File: config.mk
export PLATFORM = sky130hd
export DESIGN_NAME = ptn_gen_multi
export DESIGN_NICKNAME = d
export VERILOG_FILES = /design/src/rtl/ptn_gen_pkg.sv /design/src/rtl/ptn_timing_gen.sv /design/src/rtl/ptn_gen_multi.sv
export SDC_FILE = /design/constraint.sdc
export NUM_CORES = 1
export LEC_CHECK = 0
export CAP_MARGIN = 10
export CORE_MARGIN = 8
export CORE_UTILIZATION = 45
export CTS_BUF_LIST = sky130_fd_sc_hd__clkbuf_8
export CTS_CLUSTER_SIZE = 16
export DETAILED_ROUTE_END_ITERATION = 7
export DONT_BUFFER_PORTS = 1
export GPL_TIMING_DRIVEN = 0
export SLEW_MARGIN = 20
export SYNTH_ARGS = -nofsm -noshare
export SYNTH_HDL_FRONTEND = slang
export SYNTH_HIERARCHICAL = 1
export SYNTH_SLANG_ARGS = --single-unit
File: constraint.sdc
create_clock -name i_clk -period 3.7 [get_ports i_clk]
set_input_delay 0.74 -clock i_clk [delete_from_list [all_inputs] [get_ports i_clk]]
set_output_delay 0.74 -clock i_clk [all_outputs]
set_load 0.03 [all_outputs]
File: src/rtl/ptn_gen_pkg.sv
// rtl/ptn_gen_pkg.sv - pattern mode encodings and colour-bar table for the test generator
package ptn_gen_pkg;

  typedef enum logic [2:0] {
    PTN_HGRAY = 3'd0,
    PTN_VGRAY = 3'd1,
    PTN_CBAR  = 3'd2,
    PTN_CHECK = 3'd3,
    PTN_RAMP  = 3'd4,
    PTN_SOLID = 3'd5,
    PTN_RSVD6 = 3'd6,
    PTN_RSVD7 = 3'd7
  } ptn_mode_e;

  // {R,G,B} on/off per bar, left to right: W,Y,C,G,M,R,B,K
  function automatic logic [2:0] cbar_rgb(input logic [2:0] idx);
    case (idx)
      3'd0:    return 3'b111;
      3'd1:    return 3'b110;
      3'd2:    return 3'b011;
      3'd3:    return 3'b010;
      3'd4:    return 3'b101;
      3'd5:    return 3'b100;
      3'd6:    return 3'b001;
      default: return 3'b000;
    endcase
  endfunction

endpackage

File: src/rtl/ptn_timing_gen.sv
// rtl/ptn_timing_gen.sv - raster h/v counters, frame counter, sync/DE/frame-start decode
module ptn_timing_gen
  import ptn_gen_pkg::*;
#(
  parameter int H_ACTIVE = 1920,
  parameter int H_TOTAL  = 2400,
  parameter int V_ACTIVE = 1080,
  parameter int V_TOTAL  = 1500,
  parameter int H_SYNC_W = 44,
  parameter int V_SYNC_W = 5,
  parameter int CNT_W    = 12,
  parameter int FCNT_W   = 8
) (
  input  logic              i_clk,
  input  logic              i_rst,
  input  logic              i_en,
  output logic [CNT_W-1:0]  o_h,
  output logic [CNT_W-1:0]  o_v,
  output logic [FCNT_W-1:0] o_frame_cnt,
  output logic              o_hsync,
  output logic              o_vsync,
  output logic              o_de,
  output logic              o_frame_start
);

  localparam logic [CNT_W-1:0] H_LAST  = CNT_W'(H_TOTAL - 1);
  localparam logic [CNT_W-1:0] V_LAST  = CNT_W'(V_TOTAL - 1);
  localparam logic [CNT_W-1:0] H_ACT   = CNT_W'(H_ACTIVE);
  localparam logic [CNT_W-1:0] V_ACT   = CNT_W'(V_ACTIVE);
  localparam logic [CNT_W-1:0] H_SYNCE = CNT_W'(H_ACTIVE + H_SYNC_W);
  localparam logic [CNT_W-1:0] V_SYNCE = CNT_W'(V_ACTIVE + V_SYNC_W);

  logic [CNT_W-1:0]  h_q, h_d, v_q, v_d;
  logic [FCNT_W-1:0] fcnt_q, fcnt_d;

  always_comb begin
    h_d    = h_q + 1'b1;
    v_d    = v_q;
    fcnt_d = fcnt_q;
    if (h_q == H_LAST) begin
      h_d = '0;
      if (v_q == V_LAST) begin
        v_d    = '0;
        fcnt_d = fcnt_q + 1'b1;
      end else begin
        v_d = v_q + 1'b1;
      end
    end
    if (!i_en) begin
      h_d    = '0;
      v_d    = '0;
      fcnt_d = '0;
    end
  end

  always_ff @(posedge i_clk) begin
    if (i_rst) begin
      h_q    <= '0;
      v_q    <= '0;
      fcnt_q <= '0;
    end else begin
      h_q    <= h_d;
      v_q    <= v_d;
      fcnt_q <= fcnt_d;
    end
  end

  assign o_h           = h_q;
  assign o_v           = v_q;
  assign o_frame_cnt   = fcnt_q;
  assign o_hsync       = (h_q >= H_ACT) && (h_q < H_SYNCE);
  assign o_vsync       = (v_q >= V_ACT) && (v_q < V_SYNCE);
  assign o_de          = (h_q < H_ACT) && (v_q < V_ACT);
  assign o_frame_start = (h_q == '0) && (v_q == '0);

endmodule

File: src/rtl/ptn_gen_multi.sv
// rtl/ptn_gen_multi.sv - multi-pattern video test generator: mode latch, bar counters, pattern mux, output register
module ptn_gen_multi
  import ptn_gen_pkg::*;
#(
  parameter int H_ACTIVE = 1920,
  parameter int H_TOTAL  = 2400,
  parameter int V_ACTIVE = 1080,
  parameter int V_TOTAL  = 1500,
  parameter int H_SYNC_W = 44,
  parameter int V_SYNC_W = 5,
  parameter int CNT_W    = 12,
  parameter int PIX_W    = 8,
  parameter int NUM_BARS = 10,
  parameter int CHK_LOG2 = 6,
  parameter int FCNT_W   = 8
) (
  input  logic               i_clk,
  input  logic               i_rst,
  input  logic               i_en,
  input  logic [2:0]         i_ptn_sel,
  input  logic [3*PIX_W-1:0] i_solid_rgb,
  output logic [PIX_W-1:0]   o_R_data,
  output logic [PIX_W-1:0]   o_G_data,
  output logic [PIX_W-1:0]   o_B_data,
  output logic               o_HSync,
  output logic               o_VSync,
  output logic               o_DE,
  output logic               o_frame_start
);

  localparam int MAX  = (1 << PIX_W) - 1;
  localparam int STEP = MAX / (NUM_BARS - 1);
  localparam logic [CNT_W-1:0] HBAR_W    = CNT_W'(H_ACTIVE / NUM_BARS);
  localparam logic [CNT_W-1:0] VBAR_H    = CNT_W'(V_ACTIVE / NUM_BARS);
  localparam logic [CNT_W-1:0] CBAR_W    = CNT_W'(H_ACTIVE / 8);
  localparam logic [CNT_W-1:0] GRAY_LAST = CNT_W'(NUM_BARS - 1);
  localparam logic [CNT_W-1:0] CBAR_LAST = CNT_W'(7);
  localparam logic [CNT_W-1:0] H_LAST    = CNT_W'(H_TOTAL - 1);
  localparam logic [CNT_W-1:0] V_LAST    = CNT_W'(V_TOTAL - 1);

  logic [CNT_W-1:0]  h, v;
  logic [FCNT_W-1:0] frame_cnt;
  logic              hsync, vsync, de, fstart;

  ptn_timing_gen #(
    .H_ACTIVE(H_ACTIVE), .H_TOTAL(H_TOTAL), .V_ACTIVE(V_ACTIVE), .V_TOTAL(V_TOTAL),
    .H_SYNC_W(H_SYNC_W), .V_SYNC_W(V_SYNC_W), .CNT_W(CNT_W), .FCNT_W(FCNT_W)
  ) u_timing (
    .i_clk(i_clk), .i_rst(i_rst), .i_en(i_en),
    .o_h(h), .o_v(v), .o_frame_cnt(frame_cnt),
    .o_hsync(hsync), .o_vsync(vsync), .o_de(de), .o_frame_start(fstart)
  );

  // Bar state is {index, position-in-bar}; the index saturates so remainders join the last bar
  function automatic logic [2*CNT_W-1:0] bar_next(input logic [2*CNT_W-1:0] cur,
                                                  input logic [CNT_W-1:0]   width,
                                                  input logic [CNT_W-1:0]   last);
    logic [CNT_W-1:0] k, cnt;
    {k, cnt} = cur;
    if (k == last) return cur;
    if (cnt == width - 1'b1) return {k + 1'b1, {CNT_W{1'b0}}};
    return {k, cnt + 1'b1};
  endfunction

  logic [2*CNT_W-1:0] hbar_q, hbar_d, vbar_q, vbar_d, cbar_q, cbar_d;
  ptn_mode_e          mode_q, mode_d, cur_mode;
  logic [3*PIX_W-1:0] solid_q, solid_d, cur_solid, pix;
  logic [PIX_W-1:0]   r_q, r_d, g_q, g_d, b_q, b_d;
  logic               hs_q, hs_d, vs_q, vs_d, de_q, de_d, fs_q, fs_d;
  logic [CNT_W-1:0]   hk, vk, ck;
  logic [2:0]         crgb;
  logic               chk, h_wrap;

  always_comb begin
    h_wrap    = (h == H_LAST);
    cur_mode  = fstart ? ptn_mode_e'(i_ptn_sel) : mode_q;
    cur_solid = fstart ? i_solid_rgb : solid_q;
    mode_d    = cur_mode;
    solid_d   = cur_solid;
    hbar_d    = h_wrap ? '0 : bar_next(hbar_q, HBAR_W, GRAY_LAST);
    cbar_d    = h_wrap ? '0 : bar_next(cbar_q, CBAR_W, CBAR_LAST);
    vbar_d    = vbar_q;
    if (h_wrap) vbar_d = (v == V_LAST) ? '0 : bar_next(vbar_q, VBAR_H, GRAY_LAST);

    hk   = hbar_q[2*CNT_W-1:CNT_W];
    vk   = vbar_q[2*CNT_W-1:CNT_W];
    ck   = cbar_q[2*CNT_W-1:CNT_W];
    crgb = cbar_rgb(ck[2:0]);
    chk  = h[CHK_LOG2] ^ v[CHK_LOG2] ^ frame_cnt[0];
    pix  = '0;
    case (cur_mode)
      PTN_HGRAY: pix = {3{PIX_W'(MAX - STEP * int'(vk))}};
      PTN_VGRAY: pix = {3{PIX_W'(MAX - STEP * int'(hk))}};
      PTN_CBAR:  pix = {{PIX_W{crgb[2]}}, {PIX_W{crgb[1]}}, {PIX_W{crgb[0]}}};
      PTN_CHECK: pix = {3{{PIX_W{chk}}}};
      PTN_RAMP:  pix = {3{PIX_W'(h + CNT_W'(frame_cnt))}};
      PTN_SOLID: pix = cur_solid;
      default:   pix = '0;
    endcase

    {r_d, g_d, b_d} = de ? pix : '0;
    hs_d = hsync;
    vs_d = vsync;
    de_d = de;
    fs_d = fstart;

    // Disabled generator parks at (0,0) with everything dark
    if (!i_en) begin
      hbar_d = '0;
      vbar_d = '0;
      cbar_d = '0;
      mode_d = PTN_HGRAY;
      solid_d = '0;
      {r_d, g_d, b_d} = '0;
      hs_d = 1'b0;
      vs_d = 1'b0;
      de_d = 1'b0;
      fs_d = 1'b0;
    end
  end

  always_ff @(posedge i_clk) begin
    if (i_rst) begin
      hbar_q  <= '0;
      vbar_q  <= '0;
      cbar_q  <= '0;
      mode_q  <= PTN_HGRAY;
      solid_q <= '0;
      r_q     <= '0;
      g_q     <= '0;
      b_q     <= '0;
      hs_q    <= 1'b0;
      vs_q    <= 1'b0;
      de_q    <= 1'b0;
      fs_q    <= 1'b0;
    end else begin
      hbar_q  <= hbar_d;
      vbar_q  <= vbar_d;
      cbar_q  <= cbar_d;
      mode_q  <= mode_d;
      solid_q <= solid_d;
      r_q     <= r_d;
      g_q     <= g_d;
      b_q     <= b_d;
      hs_q    <= hs_d;
      vs_q    <= vs_d;
      de_q    <= de_d;
      fs_q    <= fs_d;
    end
  end

  assign o_R_data      = r_q;
  assign o_G_data      = g_q;
  assign o_B_data      = b_q;
  assign o_HSync       = hs_q;
  assign o_VSync       = vs_q;
  assign o_DE          = de_q;
  assign o_frame_start = fs_q;

endmodule
Run 1, gate-type map:
(3 px per um)
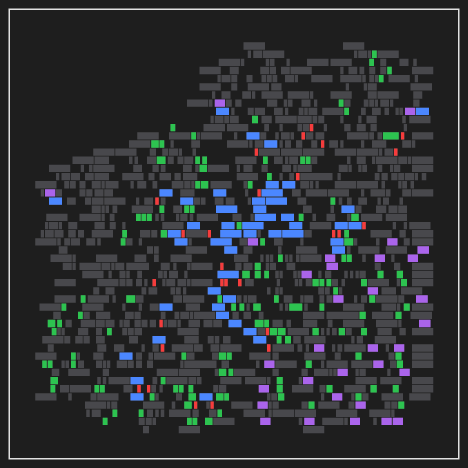
adder and majority cells: in blue, cells 48, most used ha_1, where center. multiplexers: in purple, cells 32, most used mux2i_1. inverters: in red, cells 27, most used inv_1. inverting AOI/OAI gates: in green, cells 124, most used a21oi_1.
most common library cell in the layout ignoring fill and taps: sky130_fd_sc_hd__dfxtp_1
final instance count without filler cells: 1,166
combinational share of cell area: 52.8%

Run 1, register map, names as in the netlist:
(3 px per um) Other sequential cells in the stronger gray, the rest of the logic in the fainter gray.
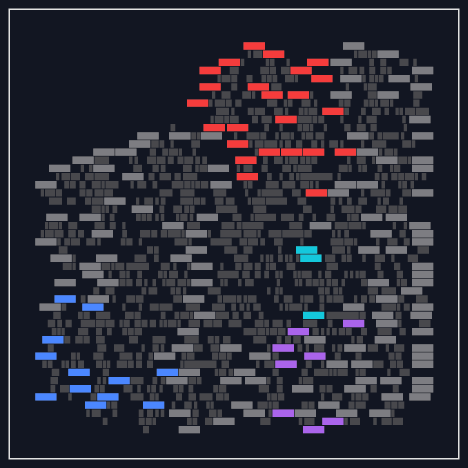
mode_q: in cyan, sequential cells 3. u_timing/o_v: in blue, sequential cells 12, where lower left. o_B_data: in purple, sequential cells 8. hbar_q: in red, sequential cells 24, where top center.
Another 112 sequential cells are not colored.
power in sequential cells: 1.80 mW
final cell utilization of the core: 50.3%
Flop area: 3180 sq um
flop share of the area: 36.5%

Run 1, metal 2:
(2 px per um)
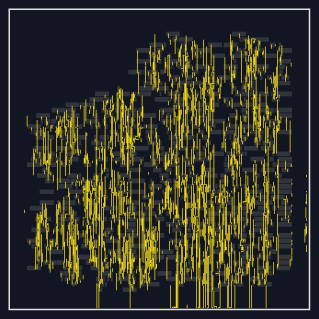
The layer carries 8,080 um of wire. 806 nets have wire on it.
aggregate routed wire length: 17.7 mm
global-route met2 utilization: 25.9%
via count: 6,302

==> reports/qor.yml, run 1 <==
yosysSeqAreaShare_pct: 39.8
synth_stat.cells: 909
fin_tns_setup_ns: 0
final_hold_viol_count: 0
critical-path-max-stage-delay_ns: 0.42
p_comb_share_pct: 5.5
cts_buffers: 17
buffers_on_ports: 0
synth_warnings: 6
swShare_pct: 26.0
mostFrequentLayoutCells: "sky130_fd_sc_hd__dfxtp_1, sky130_fd_sc_hd__nor2_1, sky130_fd_sc_hd__nand2_1"
synth_nets: 987
ir_drop_v: 0.000275
synth_flop_count: 159
floorplan.core_util_pct: 46.1
synthDistinctLibCells: 55
rsz0062_at_grt: "false"
grt_first_pass_wirelength_mm: 29.6
count_of_library_flops_with_an_enable_pin: 0
finalNetCount: 1006
grt_busiest_layer: "met2"
track_usage_pct: 16.4
worst_skew_ns: 0.0160
synth.top_cells.by_area: "sky130_fd_sc_hd__dfxtp_1, sky130_fd_sc_hd__ha_1, sky130_fd_sc_hd__nor2_1, sky130_fd_sc_hd__xnor2_1, sky130_fd_sc_hd__mux2i_1"
cts_hold_buffers: 0
grtUsageMet1_pct: 21.8
floorplan.io_pins: 58
routed_wire_length_per_instance_um: 15.2
arrival_ns: 3.76
outcome: "complete, no violations"
overflow: 0
cts_tree: "done"
stage_log_warnings: 40
rows: 48
cts.sinks: 159
grt.met3_usage_pct: 3.40
post_drt_via_cell_ratio: 5.40
cp_cell_sequence: "inv_1 -> ha_1 -> nor4b_1 -> nand4_1 -> nor3b_1 -> buf_2 -> mux2i_1 -> clkbuf_1 -> nand2_1 -> and4_1 -> a211oi_2 -> a31oi_1"
cts_setup_buffers: 0
p_switching_mw: 0.887
floorplan.die_area_sq_um: 22300
worst_setup_hold_path_clk_slew_ns: 0.09
setup_viol: 0
die_wd_um: 149
post-route-drc-count: 0
drt.antenna.violating_nets: 0
power.sequential.fraction_pct: 52.7
==> run 1: Yosys cell counts (all sizes together) (13+ instances only) <==
cell	n
dfxtp	159
nor4	17
and3	24
clkbuf	19
nand3	38
nand2b	26
xnor2	46
and2	13
a31oi	26
mux2i	28
a21oi	40
ha	39
nor2	118
nand2	72
or3	14
o21ai	32
inv	27
xor2	32
nor3	15
nand4	18
==> run 1: power groups by stage <==
| stage | sequential, mW | clock (mW) | combinational, mW |
|---|---|---|---|
| finish | 1.80 | 1.42 | 0.188 |
| floorplan | 1.83 | 0 | 0.138 |
| global placement | 1.84 | 0 | 0.187 |
| global route | 1.80 | 1.53 | 0.210 |
| CTS | 1.80 | 1.47 | 0.189 |
| detailed placement | 1.84 | 0 | 0.188 |
==> run 1: through the flow <==
step / instances / util (%) / power, mW / hold slack (ns)
after global placement: 1134 / 47.7 / 2.02 / 0.462
after CTS: 1166 / 50.3 / 3.45 / 0.410
after floorplan: 909 / - / 1.97 / 0.435
final: 1166 / 50.3 / 3.41 / 0.439
after global routing: 1166 / 50.3 / 3.54 / 0.423
after detailed placement: 1134 / 47.7 / 2.03 / 0.455
==> run 1: cell families (layout without fill, tap and decap cells) <==
kind of cell | after synthesis | in the layout | share of synthesized area, %
AND-OR/OR-AND | 131 | 131 | 9.74
XOR/XNOR | 78 | 78 | 8.53
AND/OR/NAND/NOR | 405 | 405 | 26.8
flip-flops | 159 | 159 | 39.8
adder cells (fa/ha/maj) | 48 | 48 | 8.35
buffers and inverters | 56 | 88 | 2.77
multiplexers | 32 | 32 | 4.06
==> run 1: layer usage <==
| layer | wire [um] | up-vias |
|---|---|---|
| li1 | - | 3245 |
| met5 | 0 | - |
| met4 | 221 | 0 |
| met2 | 8080 | 75 |
| met1 | 8700 | 2967 |
| met3 | 736 | 15 |
==> run 1: worst paths after layout <==
| kind | start | end | slack, ns | depth (start not counted) |
|---|---|---|---|---|
| max reg2reg | u_timing/o_v[0]$_SDFFE_PP0N_ | o_B_data[5]$_SDFF_PP0_ | 0.27 | 12 |
| max | u_timing/o_v[0]$_SDFFE_PP0N_ | o_B_data[5]$_SDFF_PP0_ | 0.27 | 12 |
| min reg2reg | vbar_q[23]$_SDFFE_PP0P_ | vbar_q[23]$_SDFFE_PP0P_ | 0.48 | 1 |
| min | i_solid_rgb[5] | solid_q[5]$_SDFF_PP0_ | 0.44 | 2 |
==> run 1: final cells by class <==
type                    count  area (sq um)
flip-flops and latches    159          3180
well taps                 225           282
clock buffers              18           248
clock inverters            14           190
plain buffers              29           120
fillers                  1694          8630
inverters                  27           101
multi-input cells         694          4610
==> run 1: sequential cells by signal (all words and copies together) (netlist names) <==
register,flops
o_G_data,8
o_R_data,8
o_HSync,1
o_B_data,8
solid_q,24
u_timing/o_h,12
hbar_q,24
o_VSync,1
vbar_q,24
o_DE,1
mode_q,3
o_frame_start,1
cbar_q,24
u_timing/o_v,12
u_timing/o_frame_cnt,8
==> run 1: what timing repair did <==
item / in CTS / in global routing
gates resized: 0 / 2
hold endpoints to repair: 0 / 0
setup endpoints to repair: 0 / 6
Run 1, zoomed window:
Window x 55 to 95, y 85 to 125 um. Cells in gray, sequential cells in the stronger gray; small squares are vias.
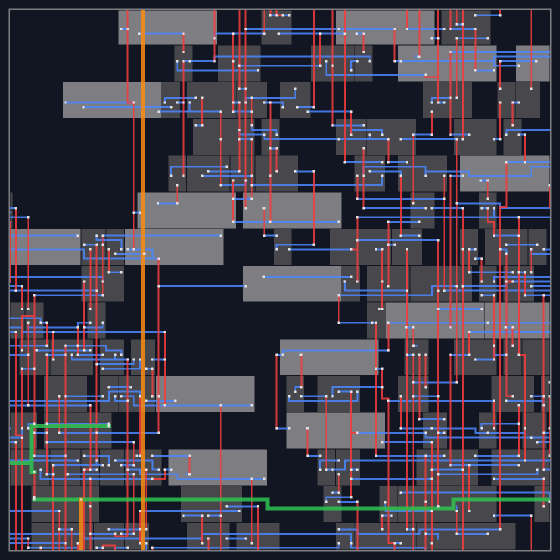

==> run 2: changes to the inputs <==
--- a/config.mk
+++ b/config.mk
@@ -6,7 +6,7 @@
 export NUM_CORES = 1
 export LEC_CHECK = 0
 export CAP_MARGIN = 10
-export CORE_MARGIN = 8
+export CORE_MARGIN = 4
 export CORE_UTILIZATION = 45
 export CTS_BUF_LIST = sky130_fd_sc_hd__clkbuf_8
 export CTS_CLUSTER_SIZE = 16
Run 2, zoomed window:
Window x 51 to 91, y 79 to 119 um. Cells in gray, sequential cells in the stronger gray; small squares are vias.
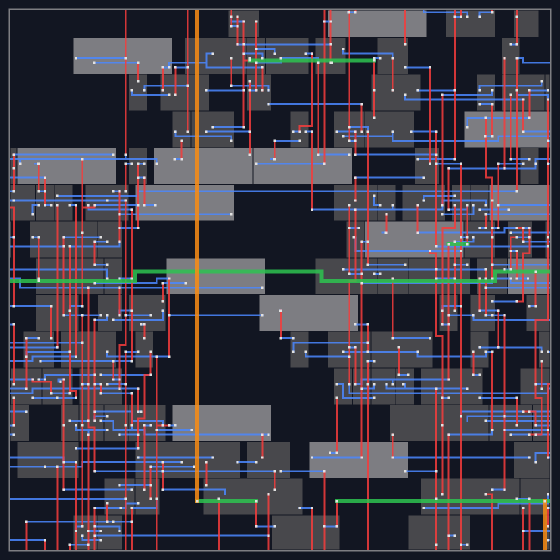
met4: in orange. met3: in green. met2: in red. met1: in blue.
Netlist names of flops here include hbar_q (9), vbar_q (4). Most frequent: nor2_1 (14), dfxtp_1 (13), ha_1 (8). 96 logic cells have their middle in the window. Sequential cells in the window: 13.

Run 2, gate-type map:
(3 px per um)
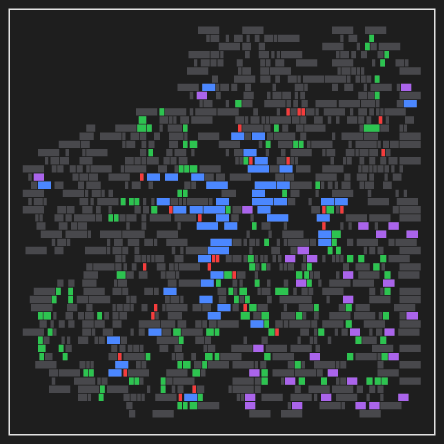
inverters: in red, cells 27, most used inv_1. multiplexers: in purple, cells 32, most used mux2i_1. inverting AOI/OAI gates: in green, cells 124, most used a21oi_1. adder and majority cells: in blue, cells 48, most used ha_1, where center.
combinational share of cell area: 53.0%

==> run 2 against run 1 <==
Compared with the run above:
- worst hold slack got worse by 0.010 ns
- clock skew decreased by 0.0018 ns
- sequential share of layout area increased by 0.19 points
- final area decreased by 0.52%
- first-iteration DRC count decreased by 3.1%
- power decreased by 3.6%
- combinational power about the same
- die area decreased by 10%
- maximum frequency increased by 1.2%
- non-clock buffer count unchanged
- largest cell class unchanged
==> reports/qor.yml, run 2 <==
overflow: 0
finalNetCount: 1006
endpoint_of_the_worst_slack_reg_to_reg_timing_path: "o_R_data[5]$_SDFF_PP0_"
post-route-drc-count: 0
ir_drop_v: 0.000224
cts_setup_buffers: 0
synthTopCellsByCount: "sky130_fd_sc_hd__dfxtp_1, sky130_fd_sc_hd__nor2_1, sky130_fd_sc_hd__nand2_1, sky130_fd_sc_hd__xnor2_1, sky130_fd_sc_hd__a21oi_1"
cts_buffers: 17
synth_stat.cells: 909
cts.sinks: 159
worst_hold_path.endpoint: "solid_q[9]$_SDFF_PP0_"
stage_log_warnings: 40
yosysSeqAreaShare_pct: 39.8
depth_of_the_worst_hold_timing_path: 2
cp_cell_sequence: "or4_1 -> nor3b_1 -> buf_2 -> mux2i_1 -> clkbuf_1 -> nand2_1 -> and4_1 -> a211oi_2 -> a31oi_1"
swShare_pct: 27.4
cts_tree: "done"
synth_flop_count: 159
r2r_cells: 9
die_wd_um: 141
buffers_on_ports: 0
p_switching_mw: 0.902
setup_viol: 0
worstReg2RegStart: "u_timing/o_v[6]$_SDFFE_PP0N_"
outcome: "complete, no violations"
grt_first_pass_wirelength_mm: 29.7
floorplan.die_area_sq_um: 20000
routed_wire_length_per_instance_um: 15.1
setup.reg_to_reg.worst_slack_ns: 0.31
drt.antenna.violating_nets: 0
post_drt_via_cell_ratio: 5.41
synth_warnings: 6
worst_skew_ns: 0.0142
synthDistinctLibCells: 55
final_hold_viol_count: 0
rows: 48
worst_setup_hold_path_clk_slew_ns: 0.10
layout.cells.most_common: "sky130_fd_sc_hd__dfxtp_1"
via_count: 6312
fin_tns_setup_ns: 0
synth.top_cells.by_area: "sky130_fd_sc_hd__dfxtp_1, sky130_fd_sc_hd__ha_1, sky130_fd_sc_hd__nor2_1, sky130_fd_sc_hd__xnor2_1, sky130_fd_sc_hd__mux2i_1"
power.sequential.fraction_pct: 54.6
floorplan.io_pins: 58
fillers: 1717
-- run 2: cell counts after synthesis --
No cell type changed its count.
-- run 2: power groups by stage --
stage               logic, mW  registers [mW]  clock network, mW
finish                  0.189            1.80               1.30
global route            0.212            1.80               1.42
CTS                     0.189            1.80               1.35
detailed placement      0.189            1.84                  0
global placement        0.187            1.84                  0
floorplan               0.138            1.83                  0
-- run 2: routing by layer --
layer / routed length, um / track usage, %
met3: 761 / 4.72
met5: 0 / 0
met2: 7930 / 28.7
met1: 8560 / 24.5
met4: 335 / 5.51
-- run 2: layout make-up --
cell class	count	area (sq um)	share of cell area [%]
tap	225	282	3.24
inverter	27	101	1.17
multi-input combinational	694	4610	53.0
buffer	29	120	1.38
clock inverter	14	145	1.67
clock buffer	18	248	2.85
sequential	159	3180	36.7
-- run 2: worst reg2reg max path, delay by kind of cell, from the launching register on --
| kind | cells | cell delay, ns |
|---|---|---|
| mux | 1 | 0.25 |
| compound gates | 2 | 0.55 |
| buf+inv | 2 | 0.70 |
| flops | 1 | 0.41 |
| simple gates | 4 | 1.37 |
-- run 2: worst max-delay path by stage --
stage / from / slack, ns / endpoint
finish: u_timing/o_v[6]$_SDFFE_PP0N_ / 0.31 / o_R_data[5]$_SDFF_PP0_
global route: u_timing/o_v[0]$_SDFFE_PP0N_ / 0.10 / o_B_data[5]$_SDFF_PP0_
floorplan: u_timing/o_v[6]$_SDFFE_PP0N_ / 1.09 / o_R_data[5]$_SDFF_PP0_
global placement: u_timing/o_v[6]$_SDFFE_PP0N_ / 0.17 / o_R_data[5]$_SDFF_PP0_
CTS: u_timing/o_v[6]$_SDFFE_PP0N_ / 0.16 / o_R_data[5]$_SDFF_PP0_
detailed placement: u_timing/o_v[6]$_SDFFE_PP0N_ / 0.18 / o_G_data[5]$_SDFF_PP0_
-- run 2: logic make-up after synthesis --
group                    count (synthesis)  synth area share (%)
flip-flops                             159                  39.8
AND/OR/NAND/NOR                        405                  26.8
AND-OR/OR-AND                          131                  9.74
XOR/XNOR                                78                  8.53
adder cells (fa/ha/maj)                 48                  8.35
buffers and inverters                   56                  2.77
multiplexers                            32                  4.06
-- run 2: repair_timing --
| item | CTS | global route |
|---|---|---|
| setup endpoints to repair | 0 | 6 |
| gates resized | 0 | 2 |
| endpoints found under the hold margin | 0 | 0 |
-- run 2: through the flow --
stage	hold WS (ns)	utilization [%]	worst slack [ns]	instance area, sq um	instances
after floorplan	0.435	-	1.09	8010	909
after global placement	0.461	47.7	0.173	8290	1134
after detailed placement	0.463	47.7	0.178	8290	1134
after CTS	0.397	50.0	0.158	8680	1166
after global routing	0.410	50.0	0.104	8680	1166
final	0.429	50.0	0.308	8680	1166
Power and IR drop assume default switching activity.
